[src/rtl/alu_seq_pkg.sv]
// Shared encodings for the ALU command sequencer: in_sel codes, FSM states,
// one-hot operation selects and a one-hot test helper.
package alu_seq_pkg;

  localparam logic [2:0] IN_SEL_NONE    = 3'b000;
  localparam logic [2:0] IN_SEL_RESET   = 3'b001;
  localparam logic [2:0] IN_SEL_LOAD    = 3'b010;
  localparam logic [2:0] IN_SEL_PERSIST = 3'b100;

  typedef enum logic [2:0] {
    ST_INIT = 3'd0,
    ST_IDLE = 3'd1,
    ST_LOAD = 3'd2,
    ST_HOLD = 3'd3,
    ST_RESP = 3'd4
  } state_e;

  localparam logic [6:0] OP_SEL0 = 7'b1000000;
  localparam logic [6:0] OP_SEL1 = 7'b0100000;
  localparam logic [6:0] OP_SEL2 = 7'b0010000;
  localparam logic [6:0] OP_SEL3 = 7'b0001000;
  localparam logic [6:0] OP_SEL4 = 7'b0000100;
  localparam logic [6:0] OP_SEL5 = 7'b0000010;
  localparam logic [6:0] OP_SEL6 = 7'b0000001;

  // Callers zero-extend their select into 32 bits.
  function automatic logic is_onehot(input logic [31:0] v);
    return (v != 32'd0) && ((v & (v - 32'd1)) == 32'd0);
  endfunction

endpackage

[src/rtl/alu_cmd_fifo.sv]
// Synchronous FIFO for queued ALU commands; DEPTH must be a power of 2 (>=2).
// flush empties it in one cycle.
module alu_cmd_fifo #(
  parameter int DW    = 23,
  parameter int DEPTH = 4
) (
  input  logic          clk,
  input  logic          rst,
  input  logic          flush,
  input  logic          push,
  input  logic [DW-1:0] din,
  input  logic          pop,
  output logic [DW-1:0] dout,
  output logic          full,
  output logic          empty
);

  localparam int AW = $clog2(DEPTH);

  logic [DW-1:0] mem_q [DEPTH];
  logic [AW:0]   wr_q, wr_d, rd_q, rd_d;

  // Pointers carry one wrap bit so full and empty are distinguishable.
  assign empty = (wr_q == rd_q);
  assign full  = (wr_q[AW] != rd_q[AW]) && (wr_q[AW-1:0] == rd_q[AW-1:0]);
  assign dout  = mem_q[rd_q[AW-1:0]];

  always_comb begin
    wr_d = wr_q;
    rd_d = rd_q;
    if (push && !full) wr_d = wr_q + 1'b1;
    if (pop && !empty) rd_d = rd_q + 1'b1;
    if (flush) begin
      wr_d = '0;
      rd_d = '0;
    end
  end

  always_ff @(posedge clk or posedge rst) begin
    if (rst) begin
      wr_q <= '0;
      rd_q <= '0;
    end else begin
      wr_q <= wr_d;
      rd_q <= rd_d;
    end
  end

  always_ff @(posedge clk) begin
    if (push && !full && !flush) mem_q[wr_q[AW-1:0]] <= din;
  end

endmodule

[src/rtl/alu_cmd_sequencer.sv]
// Drives the ALU main interface through reset -> load -> persist for each (op,a,b)
// command and returns the sampled result. Define ALU_CMD_FIFO_EN to queue commands.
module alu_cmd_sequencer
  import alu_seq_pkg::*;
#(
  parameter int WIDTH    = 8,
  parameter int NOPS     = 7,
  parameter int ALU_LAT  = 2,
  parameter int FIFO_DEP = 4
) (
  input  logic             clk,
  input  logic             rst,
  input  logic             flush,
  input  logic             cmd_valid,
  output logic             cmd_ready,
  input  logic [NOPS-1:0]  cmd_op,
  input  logic [WIDTH-1:0] cmd_a,
  input  logic [WIDTH-1:0] cmd_b,
  output logic             alu_on,
  output logic [2:0]       alu_in_sel,
  output logic [WIDTH-1:0] alu_num1,
  output logic [WIDTH-1:0] alu_num2,
  output logic [NOPS-1:0]  alu_out_sel,
  input  logic [WIDTH-1:0] alu_out,
  output logic             res_valid,
  input  logic             res_ready,
  output logic [WIDTH-1:0] res_data,
  output logic             res_err,
  output logic             busy
);

  localparam int CW = 2*WIDTH + NOPS;
  localparam int LW = (ALU_LAT > 1) ? $clog2(ALU_LAT) : 1;
  localparam logic [LW-1:0] HOLD_LAST = LW'(ALU_LAT - 1);

  state_e           state_q, state_d;
  logic             on_q, on_d;
  logic [NOPS-1:0]  op_q, op_d;
  logic [WIDTH-1:0] a_q, a_d, b_q, b_d;
  logic [LW-1:0]    cnt_q, cnt_d;
  logic [WIDTH-1:0] res_data_q, res_data_d;
  logic             res_err_q, res_err_d;
  logic             drv;

  logic             src_valid, accept;
  logic [NOPS-1:0]  src_op;
  logic [WIDTH-1:0] src_a, src_b;

  assign accept = (state_q == ST_IDLE) && src_valid && !flush;

`ifdef ALU_CMD_FIFO_EN
  logic          fifo_full, fifo_empty;
  logic [CW-1:0] fifo_dout;

  alu_cmd_fifo #(.DW(CW), .DEPTH(FIFO_DEP)) u_fifo (
    .clk   (clk),
    .rst   (rst),
    .flush (flush),
    .push  (cmd_valid && cmd_ready),
    .din   ({cmd_op, cmd_a, cmd_b}),
    .pop   (accept),
    .dout  (fifo_dout),
    .full  (fifo_full),
    .empty (fifo_empty)
  );

  assign cmd_ready = on_q && !fifo_full && !flush;
  assign src_valid = !fifo_empty;
  assign {src_op, src_a, src_b} = fifo_dout;
  assign busy      = (state_q != ST_IDLE) || !fifo_empty;
`else
  assign cmd_ready = (state_q == ST_IDLE) && !flush;
  assign src_valid = cmd_valid;
  assign src_op    = cmd_op;
  assign src_a     = cmd_a;
  assign src_b     = cmd_b;
  assign busy      = (state_q != ST_IDLE);
`endif

  // on_q keeps every pin at 0 until the first edge after reset, so INIT is seen once.
  assign on_d        = 1'b1;
  assign alu_on      = on_q;
  assign alu_num1    = drv ? a_q  : '0;
  assign alu_num2    = drv ? b_q  : '0;
  assign alu_out_sel = drv ? op_q : '0;
  assign res_data    = res_data_q;
  assign res_err     = res_err_q;

  always_comb begin
    state_d    = state_q;
    op_d       = op_q;
    a_d        = a_q;
    b_d        = b_q;
    cnt_d      = cnt_q;
    res_data_d = res_data_q;
    res_err_d  = res_err_q;
    alu_in_sel = IN_SEL_NONE;
    drv        = 1'b0;
    res_valid  = 1'b0;
    case (state_q)
      ST_INIT: begin
        alu_in_sel = on_q ? IN_SEL_RESET : IN_SEL_NONE;
        if (on_q) state_d = ST_IDLE;
      end
      ST_IDLE: begin
        if (accept) begin
          if (is_onehot(32'(src_op))) begin
            op_d    = src_op;
            a_d     = src_a;
            b_d     = src_b;
            state_d = ST_LOAD;
          end else begin
            res_err_d  = 1'b1;
            res_data_d = '0;
            state_d    = ST_RESP;
          end
        end
      end
      ST_LOAD: begin
        alu_in_sel = IN_SEL_LOAD;
        drv        = 1'b1;
        cnt_d      = '0;
        state_d    = ST_HOLD;
      end
      ST_HOLD: begin
        alu_in_sel = IN_SEL_PERSIST;
        drv        = 1'b1;
        if (cnt_q == HOLD_LAST) begin
          res_data_d = alu_out;
          res_err_d  = 1'b0;
          state_d    = ST_RESP;
        end else begin
          cnt_d = cnt_q + 1'b1;
        end
      end
      ST_RESP: begin
        res_valid = 1'b1;
        if (res_ready) begin
          res_data_d = '0;
          res_err_d  = 1'b0;
          state_d    = ST_IDLE;
        end
      end
      default: state_d = ST_INIT;
    endcase
    if (flush) begin
      state_d    = ST_INIT;
      op_d       = '0;
      a_d        = '0;
      b_d        = '0;
      cnt_d      = '0;
      res_data_d = '0;
      res_err_d  = 1'b0;
    end
  end

  always_ff @(posedge clk or posedge rst) begin
    if (rst) begin
      state_q    <= ST_INIT;
      on_q       <= 1'b0;
      op_q       <= '0;
      a_q        <= '0;
      b_q        <= '0;
      cnt_q      <= '0;
      res_data_q <= '0;
      res_err_q  <= 1'b0;
    end else begin
      state_q    <= state_d;
      on_q       <= on_d;
      op_q       <= op_d;
      a_q        <= a_d;
      b_q        <= b_d;
      cnt_q      <= cnt_d;
      res_data_q <= res_data_d;
      res_err_q  <= res_err_d;
    end
  end

endmodule

[config.mk]
export PLATFORM = sky130hd
export DESIGN_NAME = alu_cmd_sequencer
export DESIGN_NICKNAME = d
export VERILOG_FILES = /design/src/rtl/alu_seq_pkg.sv /design/src/rtl/alu_cmd_fifo.sv /design/src/rtl/alu_cmd_sequencer.sv
export SDC_FILE = /design/constraint.sdc
export NUM_CORES = 1
export LEC_CHECK = 0
export CORE_MARGIN = 4
export CORE_UTILIZATION = 46
export DETAILED_ROUTE_END_ITERATION = 8
export PLACE_DENSITY = 0.94
export RECOVER_POWER = 25
export SYNTH_ARGS = -nofsm -noshare
export SYNTH_HDL_FRONTEND = slang
export SYNTH_SLANG_ARGS = --single-unit
[constraint.sdc]
create_clock -name clk -period 5.63 [get_ports clk]
set_clock_uncertainty 0.2 [all_clocks]
set_input_delay 1.126 -clock clk [delete_from_list [all_inputs] [get_ports clk]]
set_output_delay 1.126 -clock clk [all_outputs]
set_load 0.05 [all_outputs]
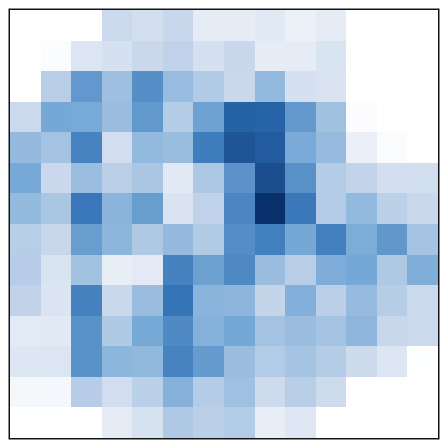
**Above:** run 1 (signal metal coverage by tile).
14 x 14 tiles, from white (low) to dark blue (high), scaled to the fullest tile. Values are wire area over tile area, all layers added.
The emptiest ninth of the die: upper right. 15% of the tiles are nearly empty. The densest ninth of the die: center. 21% of the tiles are over half the peak. The mean over all tiles is 0.14.

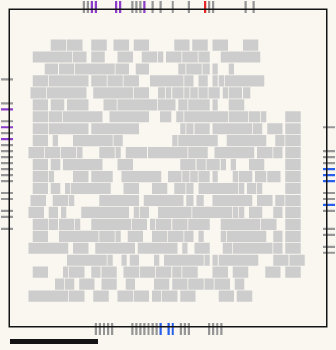
**Above:** run 1 (I/O pins on the die edge).
The bar under the picture is 20 um long. Pins as bars across the die edge, other pins in gray.
alu_out: shown in purple, pins 8, direction input, edge 5 top, 3 left. res_ready: shown in red, pins 1, direction input, edge top. cmd_op: shown in blue, pins 7, direction input, edge 4 right, 3 bottom.
Chip Width: 71.90 um
Die H: 71.90 um
I/O Buffers: 74

==> results.yml, run 1 <==
# yosys + openroad results
run_status:
  status: "finished with violations"
  violations: "capacitance limit, slew limit"
final_timing:
  finalHoldWorstSlack_ns: 0.2995
  timing.fmax_mhz: 246.1
  finalCritPeriodShare_pct: 72.18
  maxSlewViolCount: 38
  setup_slack_ns: 1.566
route:
  drt_iter0_markers: 86
  ant_nets: 0
  via_per_inst: 5.263
  dr_total_vias: 1579
hold_path:
  min_delay_worst_endpoint: "res_data[6]"
  holdCritPathClass: "flip-flop to flip-flop"
global_route:
  grt.met3_usage_pct: 4.986
  grt_use_met2_pct: 32.14
  grt_first_pass_wirelength_mm: 7.645
  grt_max_degree: 38
cells_and_area:
  buffer_area_share_pct: 27.29
  inverters_excl_clock: 4
  sh_comb_area_pct: 31.92
  final_util_pct: 73.25
  fill_cells: 295
  seq_share_pct: 33.27
  lay_top_count: "clkdlybuf4s50_1"
  comb_cells: 126
floorplan:
  core_area_um2: 3799
  fp_util_pct: 49.44
  die-area_um2: 5169
power_and_ir_drop:
  p_sw_share_pct: 26.06
  power.internal_uw: 501.4
  leakage_nw: 1.158
  power.share.sequential_pct: 41.4
  maxPowerGroup: "sequential cells"
yosys:
  synth.cellmix.simpleShare_pct: 20.52
  ys.flop_type: "dfrtp_1"
  yosysUniqueCellTypes: 37
  top_logic_kind: "simple AND/OR/NAND/NOR gates"
  synth_seq_share_pct: 49.30
  fp_nets: 213
  synthCells: 177
critical_path:
  cpMostUsedCell: "clkdlybuf4s50_1"
  worstPathCellList: "clkdlybuf4s50_1, buf_4, nor2_1, clkdlybuf4s50_1"
  crit_start: "flush"
  slowest_stage: "clkdlybuf4s50_1"
flow_run:
  drv_cap: 1
clocking:
  cts-root-buf: "clkbuf_8"
  htreeDepth: 2
  cts_buffer_depth: 2
placed_design:
  dpl_cell_area_um2: 2653
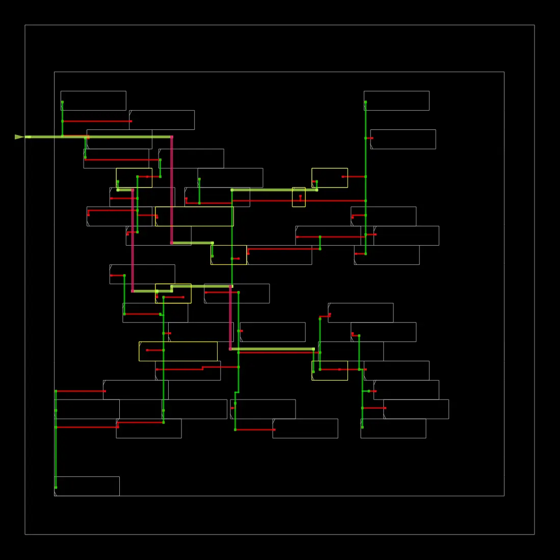
**Above:** run 1 (clock routing).
Num CTS Buffers: 5
P_clk: 269 uW
clock sink count: 37
Latency at later pin: 0.29 ns
CLK BUF: 5

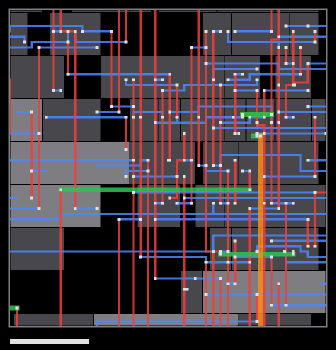
**Above:** run 1 (close-up of the layout).
The bar under the picture is 5 um long. Window x 26 to 46, y 40 to 60 um. Cells in gray, sequential cells in the stronger gray; small squares are vias.
M3: shown in green. M1: shown in blue. M4: shown in orange. M2: shown in red.
Sequential cells in the window: 3. Most frequent: dfrtp_1 (3), clkdlybuf4s50_1 (3). 28 logic cells have their middle in the window.

==> run 1: Yosys cell counts, types with 2 or more instances <==
| cell | n |
|---|---|
| dfrtp_1 | 37 |
| buf_4 | 2 |
| and2_1 | 24 |
| a22o_1 | 8 |
| nor2_1 | 31 |
| nand2_1 | 3 |
| nor4b_1 | 3 |
| mux2i_1 | 23 |
| a21oi_1 | 2 |
| nand3_1 | 3 |
| nor3_1 | 3 |
| inv_1 | 4 |
| buf_2 | 3 |
| xor2_1 | 2 |
| clkbuf_1 | 4 |
| nand2b_1 | 2 |
| o21ai_0 | 3 |
==> run 1: sequential cells by signal (all words and copies together) (netlist names) <==
register / cells
res_err: 1
op_q: 7
b_q: 8
alu_on: 1
cnt_q: 1
res_data: 8
a_q: 8
state_q: 3
## Run 2: what changed since run 1
--- a/config.mk
+++ b/config.mk
@@ -6,9 +6,9 @@
 export NUM_CORES = 1
 export LEC_CHECK = 0
 export CORE_MARGIN = 4
-export CORE_UTILIZATION = 46
+export CORE_UTILIZATION = 43
 export DETAILED_ROUTE_END_ITERATION = 8
-export PLACE_DENSITY = 0.94
+export PLACE_DENSITY = 0.9
 export RECOVER_POWER = 25
 export SYNTH_ARGS = -nofsm -noshare
 export SYNTH_HDL_FRONTEND = slang
==> constraint.sdc (replaced) <==
create_clock -name clk -period 4 [get_ports clk]
set_clock_uncertainty 0.2 [all_clocks]
set_input_delay 0.8 -clock clk [delete_from_list [all_inputs] [get_ports clk]]
set_output_delay 0.8 -clock clk [all_outputs]
set_load 0.05 [all_outputs]
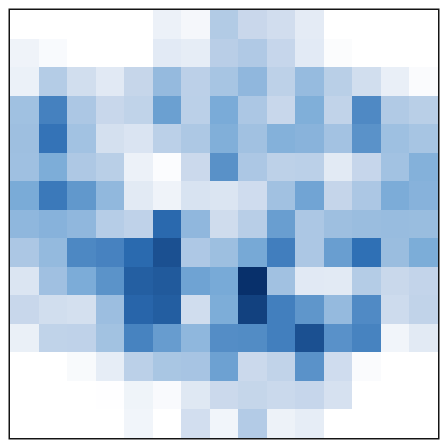
**Above:** run 2 (signal metal coverage by tile).
15 x 15 tiles, from white (low) to dark blue (high), scaled to the fullest tile. Values are wire area over tile area, all layers added.
The mean over all tiles is 0.13. 18% of the tiles are over half the peak. 16% of the tiles are nearly empty. The fullest tile reaches 0.44. The emptiest ninth of the die: lower left.

==> run 2 against run 1 <==
  * The flow still finishes with violations (capacitance limit, slew limit)
  * Largest power group unchanged
  * Largest cell class unchanged
  * Count of clock-buffer cells in the layout rose by 1
  * Flip-flop count unchanged
  * Critical endpoint is now alu_in_sel[2]
  * Final cell count rose by 0.67%
==> results.yml, run 2 <==
# yosys + openroad results
run_status:
  status: "finished with violations"
  violations: "capacitance limit, slew limit"
yosys:
  yosys_cells: 177
  synthCells: 177
  synth_seq_share_pct: 49.30
  top_cell: "dfrtp_1"
  top_cells_by_count: "dfrtp_1 (37), nor2_1 (31), and2_1 (24), mux2i_1 (23), a22o_1 (8)"
  top_area_cell: "dfrtp_1"
  ys_sh_xor_pct: 0.9327
  top_area_share_pct: 49.30
  mux_share_pct: 12.26
  synth.cellmix.simpleShare_pct: 20.52
  ys.flop_type: "dfrtp_1"
  yosysUniqueCellTypes: 37
  top_logic_kind: "simple AND/OR/NAND/NOR gates"
  fp_nets: 213
global_route:
  grt.met3_usage_pct: 5.946
  grt_first_pass_wirelength_mm: 7.431
  grt_use_met2_pct: 28.74
  grt_overflow: 0
  grt_max_degree: 38
  antenna_found_initial: 0
clocking:
  postCtsSetupBuffers: 0
  cts-root-buf: "clkbuf_8"
  htreeDepth: 2
  cts_tree: "done"
  clock-sinks: 37
  cts_buffers: 5
  clkLatencyLatePin_ns: 0.29
  cts_buffer_depth: 2
cells_and_area:
  layout_top_cells: "clkdlybuf4s50_1 (72), dfrtp_1 (37), nor2_1 (31), and2_1 (24), mux2i_1 (23)"
  fill_cells: 337
  sh_comb_area_pct: 31.94
  comb_cells: 126
  lay_top_count: "clkdlybuf4s50_1"
  buffer_area_share_pct: 27.67
  fin_nets: 287
  area_growth_pct: 48.10
  n_clock_buffer: 6
  drive_above_1_share_pct: 7.143
  seq_share_pct: 33.29
  inverters_excl_clock: 4
power_and_ir_drop:
  ir_drop_v: 0.0002087
  power_uw: 912.2
  p_sw_share_pct: 27.24
  power.internal_uw: 663.7
  pwr-share-comb_pct: 20.4
  leakage_nw: 1.152
  power.share.sequential_pct: 43.2
hold_path:
  holdCritPathClass: "flip-flop to flip-flop"
  min_delay_worst_endpoint: "res_data[7]"
route:
  wl_met1_mm: 1.904
  via_per_inst: 5.219
  dr_total_vias: 1576
  ant_nets: 0
  routed-wl-met2_mm: 2.206
  drt_iter0_markers: 116
critical_path:
  crit_start: "state_q[1]"
  critical_path_class: "flip-flop to output pin"
  cp.required_ns: 3.00
  cp_num_buf_inv: 2
  worstPathCellList: "and2b_1, nand2_1, inv_1, clkdlybuf4s50_1"
  setup.worst_path.end_class: "output pin"
  slowest_stage: "clkdlybuf4s50_1"
  slowest_delay_ns: 0.81
  r2r_cells: 4
floorplan:
  die_w_um: 74.09
  io_pins: 75
  die_y_um: 74.09
  num_rows: 23
  die-area_um2: 5489
  fp_util_pct: 45.64
  core_area_um2: 4115
  taps: 50
flow_run:
  drv_cap: 1
final_timing:
  setup_slack_ns: 0.4693
  timing.fmax_mhz: 283.2
  finalHoldWorstSlack_ns: 0.3015
  finalCritPeriodShare_pct: 88.27
  fin_crit_ns: 3.531
  maxSlewViolCount: 38
placed_design:
  io_buffers: 74
  dp_hpwl_mm: 3.292
==> run 2: netlist changes by cell type in the layout (fill, tap and decap cells not counted), sizes merged <==
cell           delta
buf               +1
bufinv            -1
clkbuf            +1
clkdlybuf4s50     -1
clkinv            -1
clkinvlp          +1
==> run 2: power groups by stage <==
stage	clock [mW]	combinational [mW]	sequential, mW
2_1_floorplan	0	0.104	0.402
3_3_place_gp	0	0.184	0.400
3_5_place_dp	0	0.186	0.401
4_1_cts	0.341	0.188	0.394
5_1_grt	0.353	0.200	0.396
6_report	0.332	0.186	0.394
==> run 2: through the flow <==
| step | cell area (um2) | util (%) |
|---|---|---|
| after floorplan | 1878 | - |
| after global placement | 2665 | 64.76 |
| after detailed placement | 2665 | 64.76 |
| after CTS | 2785 | 67.68 |
| after global routing | 2781 | 67.59 |
| final | 2781 | 67.59 |
No activity file was given, so power comes from the tool's default toggle rates.
